Fig. 1: run 1, power grid
Bar = 20 um. Pins as bars on the die edge.
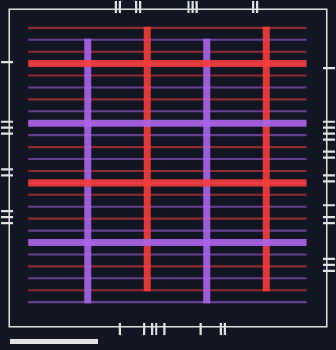
Fig. 2: run 1, cells colored by class
Fill, decap, tap and diode cells in gray.
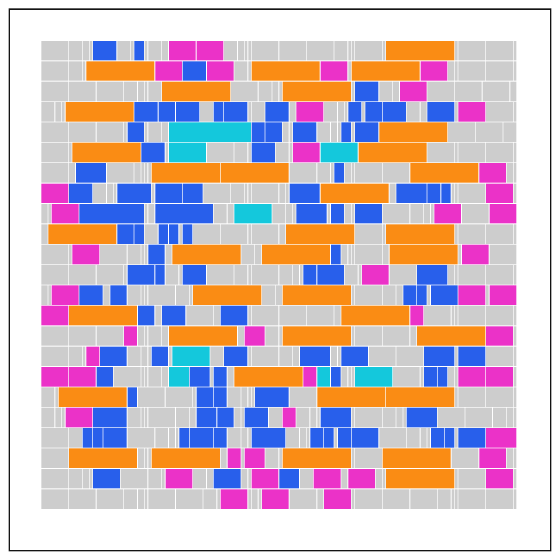
Fig. 3: run 1, clock distribution
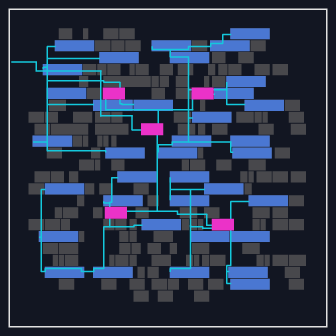
File: src/rtl/fifo_stream_reader.sv
// Read-side drain for a first-word-fall-through FIFO. It presents FIFO words as a
// registered valid/ready stream, grouped into fixed-length packets with a last-beat flag.
module fifo_stream_reader #(
    parameter int g_WIDTH     = 8,
    parameter int g_PKT_LEN   = 4,
    parameter int g_CNT_WIDTH = 16
) (
    input  logic                   i_clk,
    input  logic                   i_rst_n,
    input  logic                   i_enable,
    input  logic                   i_clear,
    input  logic [g_WIDTH-1:0]     i_fifo_rd_data,
    input  logic                   i_fifo_empty,
    output logic                   o_fifo_rd_en,
    output logic                   o_valid,
    output logic [g_WIDTH-1:0]     o_data,
    output logic                   o_last,
    input  logic                   i_ready,
    output logic [g_CNT_WIDTH-1:0] o_pkt_count
);

    localparam int c_BEAT_W = (g_PKT_LEN > 1) ? $clog2(g_PKT_LEN) : 1;
    localparam logic [c_BEAT_W-1:0] c_LAST_BEAT = c_BEAT_W'(g_PKT_LEN - 1);

    typedef enum logic [1:0] {
        ST_EMPTY,
        ST_ONE,
        ST_TWO
    } state_t;

    state_t                 state_q, state_d;
    logic [g_WIDTH-1:0]     main_q, skid_q;
    logic [c_BEAT_W-1:0]    beat_q;
    logic [g_CNT_WIDTH-1:0] pkt_cnt_q;
    logic                   push, pop;
    logic                   load_main_head, load_main_skid, load_skid;

    // NOTE: push is gated by reset so the FIFO is never popped while this block is held in reset.
    assign push         = i_rst_n && i_enable && !i_fifo_empty && (state_q != ST_TWO) && !i_clear;
    assign o_fifo_rd_en = push;
    assign o_valid      = (state_q != ST_EMPTY);
    assign pop          = o_valid && i_ready;
    assign o_last       = o_valid && (beat_q == c_LAST_BEAT);
    assign o_data       = main_q;
    assign o_pkt_count  = pkt_cnt_q;

    // NOTE: non-blocking assignments for all state so every register samples pre-edge values.
    always_ff @(posedge i_clk or negedge i_rst_n) begin
        if (!i_rst_n) begin
            state_q <= ST_EMPTY;
        end else begin
            state_q <= state_d;
        end
    end

    // NOTE: every output of this block gets a default first, so no latch is inferred.
    always_comb begin
        state_d        = state_q;
        load_main_head = 1'b0;
        load_main_skid = 1'b0;
        load_skid      = 1'b0;
        if (i_clear) begin
            state_d = ST_EMPTY;
        end else begin
            unique case (state_q)
                ST_EMPTY: begin
                    if (push) begin
                        state_d        = ST_ONE;
                        load_main_head = 1'b1;
                    end
                end
                ST_ONE: begin
                    if (push && !pop) begin
                        state_d   = ST_TWO;
                        load_skid = 1'b1;
                    end else if (push && pop) begin
                        load_main_head = 1'b1;
                    end else if (pop) begin
                        state_d = ST_EMPTY;
                    end
                end
                ST_TWO: begin
                    if (pop) begin
                        state_d        = ST_ONE;
                        load_main_skid = 1'b1;
                    end
                end
                default: state_d = ST_EMPTY;
            endcase
        end
    end

    // NOTE: the data registers are reset because o_data must read zero out of reset.
    always_ff @(posedge i_clk or negedge i_rst_n) begin
        if (!i_rst_n) begin
            main_q <= '0;
            skid_q <= '0;
        end else begin
            if (load_main_head) begin
                main_q <= i_fifo_rd_data;
            end else if (load_main_skid) begin
                main_q <= skid_q;
            end
            if (load_skid) begin
                skid_q <= i_fifo_rd_data;
            end
        end
    end

    // Beat position survives i_enable=0; only clear or reset rewinds it.
    always_ff @(posedge i_clk or negedge i_rst_n) begin
        if (!i_rst_n) begin
            beat_q    <= '0;
            pkt_cnt_q <= '0;
        end else if (i_clear) begin
            beat_q <= '0;
        end else if (pop) begin
            if (beat_q == c_LAST_BEAT) begin
                beat_q    <= '0;
                pkt_cnt_q <= pkt_cnt_q + g_CNT_WIDTH'(1);
            end else begin
                beat_q <= beat_q + c_BEAT_W'(1);
            end
        end
    end

endmodule
File: config.mk
export PLATFORM = sky130hd
export DESIGN_NAME = fifo_stream_reader
export DESIGN_NICKNAME = d
export VERILOG_FILES = /design/src/rtl/fifo_stream_reader.sv
export SDC_FILE = /design/constraint.sdc
export NUM_CORES = 1
export LEC_CHECK = 0
export CORE_MARGIN = 4
export CORE_UTILIZATION = 41
export CTS_CLUSTER_DIAMETER = 30
export CTS_CLUSTER_SIZE = 30
export DETAILED_ROUTE_END_ITERATION = 8
export GPL_TIMING_DRIVEN = 0
export HOLD_SLACK_MARGIN = 0.08
export PLACE_DENSITY_LB_ADDON = 0.05
export SYNTH_ARGS = -nofsm -noshare
export SYNTH_HDL_FRONTEND = slang
export SYNTH_SLANG_ARGS = --single-unit
File: constraint.sdc
create_clock -name i_clk -period 2.5 [get_ports i_clk]
set_input_delay 0.5 -clock i_clk [delete_from_list [all_inputs] [get_ports i_clk]]
set_output_delay 0.5 -clock i_clk [all_outputs]
set_load 0.01 [all_outputs]
==> impl_metrics.py, run 1 <==
# Metrics from the implementation run
metrics = {
    "status": {
        "status": "finished clean",
    },
    "sta": {
        "relSlewSlack_pct": 62.4,
        "worst_pin_slew_ns": 0.560,
        "tns_ns": 0,
        "holdWs_ns": 0.0997,
        "period_needed_ns": 2.44,
        "finalSetupViolCount": 0,
    },
    "detailed_routing": {
        "drc": 0,
        "via_count": 1207,
        "wirelength_um": 3460,
        "routedWlPerCell_um": 14.5,
    },
    "critical_path": {
        "cpPeakStageDelay_ns": 0.57,
        "timing.rr.end": "o_pkt_count[8]",
        "worstSetupStartpoint": "i_fifo_empty",
        "rr_startpoint": "beat_q[0]",
        "end_kind": "output pin",
        "crit_cells": 4,
        "cp_data_required_time_ns": 2.00,
    },
    "synth": {
        "ys_cells": 140,
        "synth_top_cell_by_area": "dfrtp_1",
        "edf_count": 0,
        "top_cell": "dfrtp_1",
        "postSynthSeqShare_pct": 53.5,
        "syn-num-nets": 156,
    },
    "clock_tree": {
        "clock.latency.late_pin_ns": 0.28,
        "postCtsHoldBufs": 0,
        "numCtsBuffers": 5,
        "cts_tree": "done",
    },
    "pwr": {
        "power_uw": 1300,
        "switchingPower_uw": 296,
        "pg_seq_uw": 640,
    },
    "worst_hold_path": {
        "hold_class": "in2async",
    },
    "global_routing": {
        "grtUsageMet3_pct": 4.57,
        "grt_start_max_net_pins": 39,
    },
    "final_layout": {
        "fin_area_um2": 2270,
        "stdcell_count": 239,
        "layout_top_cells": "38 x clkdlybuf4s50_1, 36 x dfrtp_1, 16 x nand2_1",
    },
    "place": {
        "place_ws_ns": -0.352,
        "gp_congestion": 0.765,
    },
    "die": {
        "io_pins": 41,
        "die_h_um": 72.1,
    },
    "run": {
        "warnings": 26,
    },
}
Back to the opening pictures, Fig. 1:
[VDD] red
[VSS] purple
met4 straps: 4
met1 rails: 24
met5 straps: 4

Back to the opening pictures, Fig. 2:
[clock drivers and dummy loads] cyan | cells: 8 | share of their area: 5.0%
[remaining buffers and delay cells] magenta | cells: 47 | share of their area: 20%
[combinational and other logic] blue | cells: 98 | share of their area: 34%
[sequential cells] orange | cells: 36 | share of their area: 41%

Back to the opening pictures, Fig. 3:
[clock wires] cyan | length: 449 um
[clock drivers] magenta | count: 5
[flip-flops] blue | count: 36
routed clock nets: 6

-- run 1: final cells by class --
cell class / instances / area [um^2] / share of cell area, %
Buffer: 6 / 30.0 / 1.32
Clock buffer: 5 / 68.8 / 3.03
Clock inverter: 3 / 42.5 / 1.88
Inverter: 1 / 3.75 / 0.165
Multi-Input combinational cell: 97 / 753 / 33.2
Sequential cell: 36 / 901 / 39.7
Tap cell: 50 / 62.6 / 2.76
Timing Repair Buffer: 41 / 407 / 17.9
-- run 1: sequential cells by signal, summed over array words and instances (netlist names) --
| signal | flops |
|---|---|
| state_q | 2 |
| beat_q | 2 |
| o_data | 8 |
| skid_q | 8 |
| o_pkt_count | 16 |
-- run 1: timing repair --
action	CTS	global route
setup buffers	0	2
endpoints found under the setup margin	1	1
cloned	0	0
resized	2	1
Fig. 4: run 1, the clock network
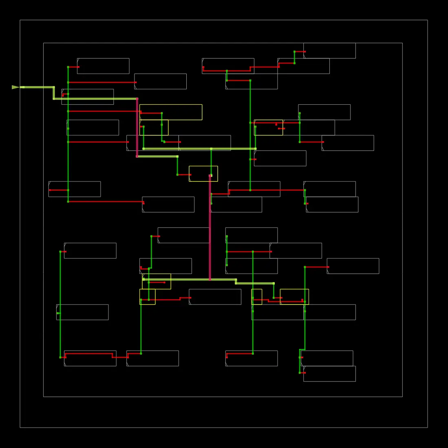

--- run 2 (diff from run 1) ---
Settings changed: CTS_BUF_LIST set to sky130_fd_sc_hd__clkbuf_4.
Fig. 5: run 2, the clock network
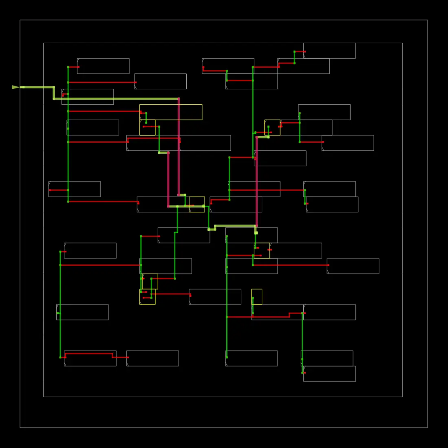
flip-flops: 36
number of CTS-inserted buffers: 5
Late-Pin Clk Latency: 0.34 ns
clock buffers: 5

==> impl_metrics.py, run 2 <==
# Metrics from the implementation run
metrics = {
    "status": {
        "status": "finished clean",
    },
    "pwr": {
        "pg_seq_uw": 640,
        "cellPowerDensity_nw_per_um2": 537,
        "p_sw_share_pct": 23.6,
        "power_uw": 1210,
        "switchingPower_uw": 286,
    },
    "detailed_routing": {
        "drc": 0,
        "wirelength_um": 3430,
        "via_count": 1195,
        "routedWlPerCell_um": 14.3,
    },
    "critical_path": {
        "cp_num_buf_inv": 2,
        "cpPeakStageDelay_ns": 0.55,
        "worstSetupStartpoint": "i_fifo_empty",
        "cp_data_required_time_ns": 2.00,
        "crit_cells": 4,
        "end_kind": "output pin",
        "rr_startpoint": "state_q[1]",
    },
    "synth": {
        "ys_sh_xor_pct": 7.81,
        "edf_count": 0,
        "synth_top_cell_by_area": "dfrtp_1",
        "ys_area_um2": 1680,
        "syn-num-nets": 156,
        "ys_cells": 140,
        "postSynthSeqShare_pct": 53.5,
        "top_cell": "dfrtp_1",
    },
    "clock_tree": {
        "clkSlewWorstSetupHoldPaths_ns": 0.11,
        "post_cts_buffers": 0,
        "postCtsHoldBufs": 1,
        "cts_tree": "done",
        "cts_resized": 2,
    },
    "global_routing": {
        "grt_start_max_net_pins": 37,
    },
    "sta": {
        "worst_pin_slew_ns": 0.564,
        "relSlewSlack_pct": 62.1,
        "holdWs_ns": 0.433,
        "finalSetupViolCount": 0,
        "period_needed_ns": 2.40,
        "tns_ns": 0,
    },
    "final_layout": {
        "stdcell_count": 239,
        "fin_area_um2": 2250,
        "largest_reg_flops": 16,
        "layout_top_cells": "38 x clkdlybuf4s50_1, 36 x dfrtp_1, 16 x nand2_1",
    },
    "place": {
        "gp_congestion": 0.765,
        "place_ws_ns": -0.352,
        "hpwl_um": 2420,
    },
    "die": {
        "die_h_um": 72.1,
        "io_pins": 41,
    },
    "worst_hold_path": {
        "hold_class": "in2reg",
    },
    "run": {
        "warnings": 26,
    },
}
Fig. 6: run 2, power grid
Bar = 20 um. Pins as bars on the die edge.
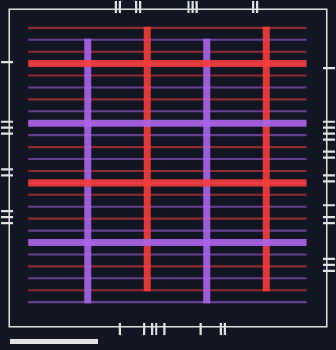
[VDD] red
[VSS] purple
met5 straps: 4
met4 straps: 4

[run 2: cell counts after synthesis]
Identical to the previous run, type by type.
[run 2: layout make-up]
class                      instances  area [um^2]
multi-input combinational         97          753
clock inverter                     3         42.5
inverter                           1         3.75
fill                             338         1720
buffer                             6         30.0
tap                               50         62.6
sequential                        36          901
clock buffer                       5         37.5
timing repair buffer              41          422
[run 2: layer usage]
metal / global-route usage (%) / routed length (um) / vias to the layer above
met1: 19.3 / 1620 / 566
met3: 3.32 / 173 / 6
met5: 0 / 0 / -
met2: 22.6 / 1590 / 34
met4: 6.26 / 42 / 0
li1: - / - / 589
--- run 3 (diff from run 2) ---
Settings changed: TNS_END_PERCENT set to 1.
Fig. 7: run 3, the clock network
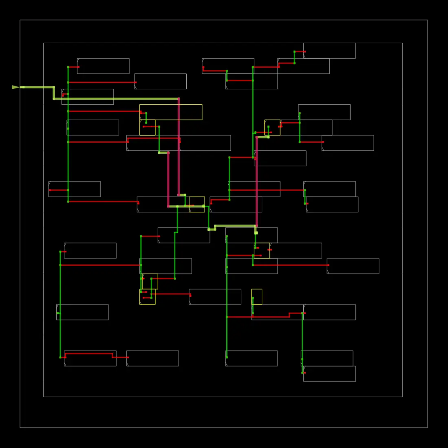
Clk. pwr: 407 uW
skew final: 0.00749 ns
Clock Sinks: 36

Fig. 8: run 3, clock distribution
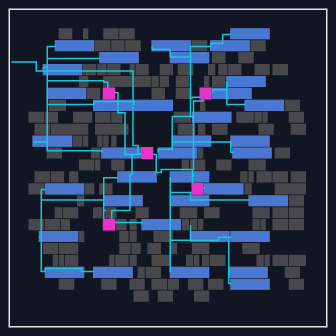
[clock drivers] magenta | count: 5
[flip-flops] blue | count: 36
[clock wires] cyan | length: 458 um
routed clock nets: 6

==> impl_metrics.py, run 3 <==
# Metrics from the implementation run
metrics = {
    "sta": {
        "finalSetupViolCount": 0,
        "tns_ns": 0,
        "period_needed_ns": 2.40,
        "holdWs_ns": 0.433,
    },
    "synth": {
        "syn-num-nets": 156,
        "ys_sh_xor_pct": 7.81,
        "edf_count": 0,
        "ys_cells": 140,
        "postSynthSeqShare_pct": 53.5,
        "synth_top_cell_by_area": "dfrtp_1",
        "ys_area_um2": 1680,
    },
    "final_layout": {
        "multiInputGateArea_um2": 753,
        "n_all_inverters": 1,
        "largest_cell_class": "flip-flops and latches",
        "layout_top_cells": "38 x clkdlybuf4s50_1, 36 x dfrtp_1, 16 x nand2_1",
        "fin_area_um2": 2250,
        "clock_buffers": 5,
        "largest_reg_flops": 16,
        "regArea_um2": 901,
        "seq_share_pct": 40.0,
        "fill_cells": 338,
        "nNonClkBuffers": 47,
    },
    "run": {
        "warnings": 26,
    },
    "detailed_routing": {
        "wl_met1_um": 1620,
        "via_count": 1195,
        "wl_met3_um": 173,
        "wl_met2_um": 1590,
        "drc": 0,
    },
    "place": {
        "hpwl_um": 2420,
        "place_ws_ns": -0.352,
        "gp_congestion": 0.765,
    },
    "global_routing": {
        "grt.met1_usage_pct": 19.3,
        "grt_util_met2_pct": 22.6,
    },
    "status": {
        "status": "finished clean",
    },
    "clock_tree": {
        "cts_tree": "done",
        "cts_resized": 2,
        "postCtsHoldBufs": 1,
        "post_cts_buffers": 0,
        "numCtsBuffers": 5,
    },
    "pwr": {
        "switchingPower_uw": 286,
        "p_sw_share_pct": 23.6,
        "cellPowerDensity_nw_per_um2": 537,
    },
    "die": {
        "io_pins": 41,
    },
    "critical_path": {
        "rr_startpoint": "state_q[1]",
        "timing.rr.end": "skid_q[4]",
        "cp_data_required_time_ns": 2.00,
        "cpPeakStageDelay_ns": 0.55,
        "end_kind": "output pin",
        "cp_num_buf_inv": 2,
    },
}
[run 3: worst max path at each step]
stage                   endpoint    startpoint  cells after the start
floorplan              skid_q[0]       i_ready                      5
CTS                 o_fifo_rd_en  i_fifo_empty                      4
global route        o_fifo_rd_en  i_fifo_empty                      4
detailed placement  o_fifo_rd_en       i_rst_n                      4
finish              o_fifo_rd_en  i_fifo_empty                      4
global placement    o_fifo_rd_en       i_rst_n                      4
[run 3: power groups by stage]
stage / clock [uW] / combinational, uW / sequential (uW)
2_1_floorplan: 0 / 48.4 / 662
4_1_cts: 423 / 165 / 640
3_5_place_dp: 0 / 159 / 652
6_report: 407 / 163 / 640
5_1_grt: 452 / 179 / 646
3_3_place_gp: 0 / 154 / 650
No activity file was given, so power comes from the tool's default toggle rates.
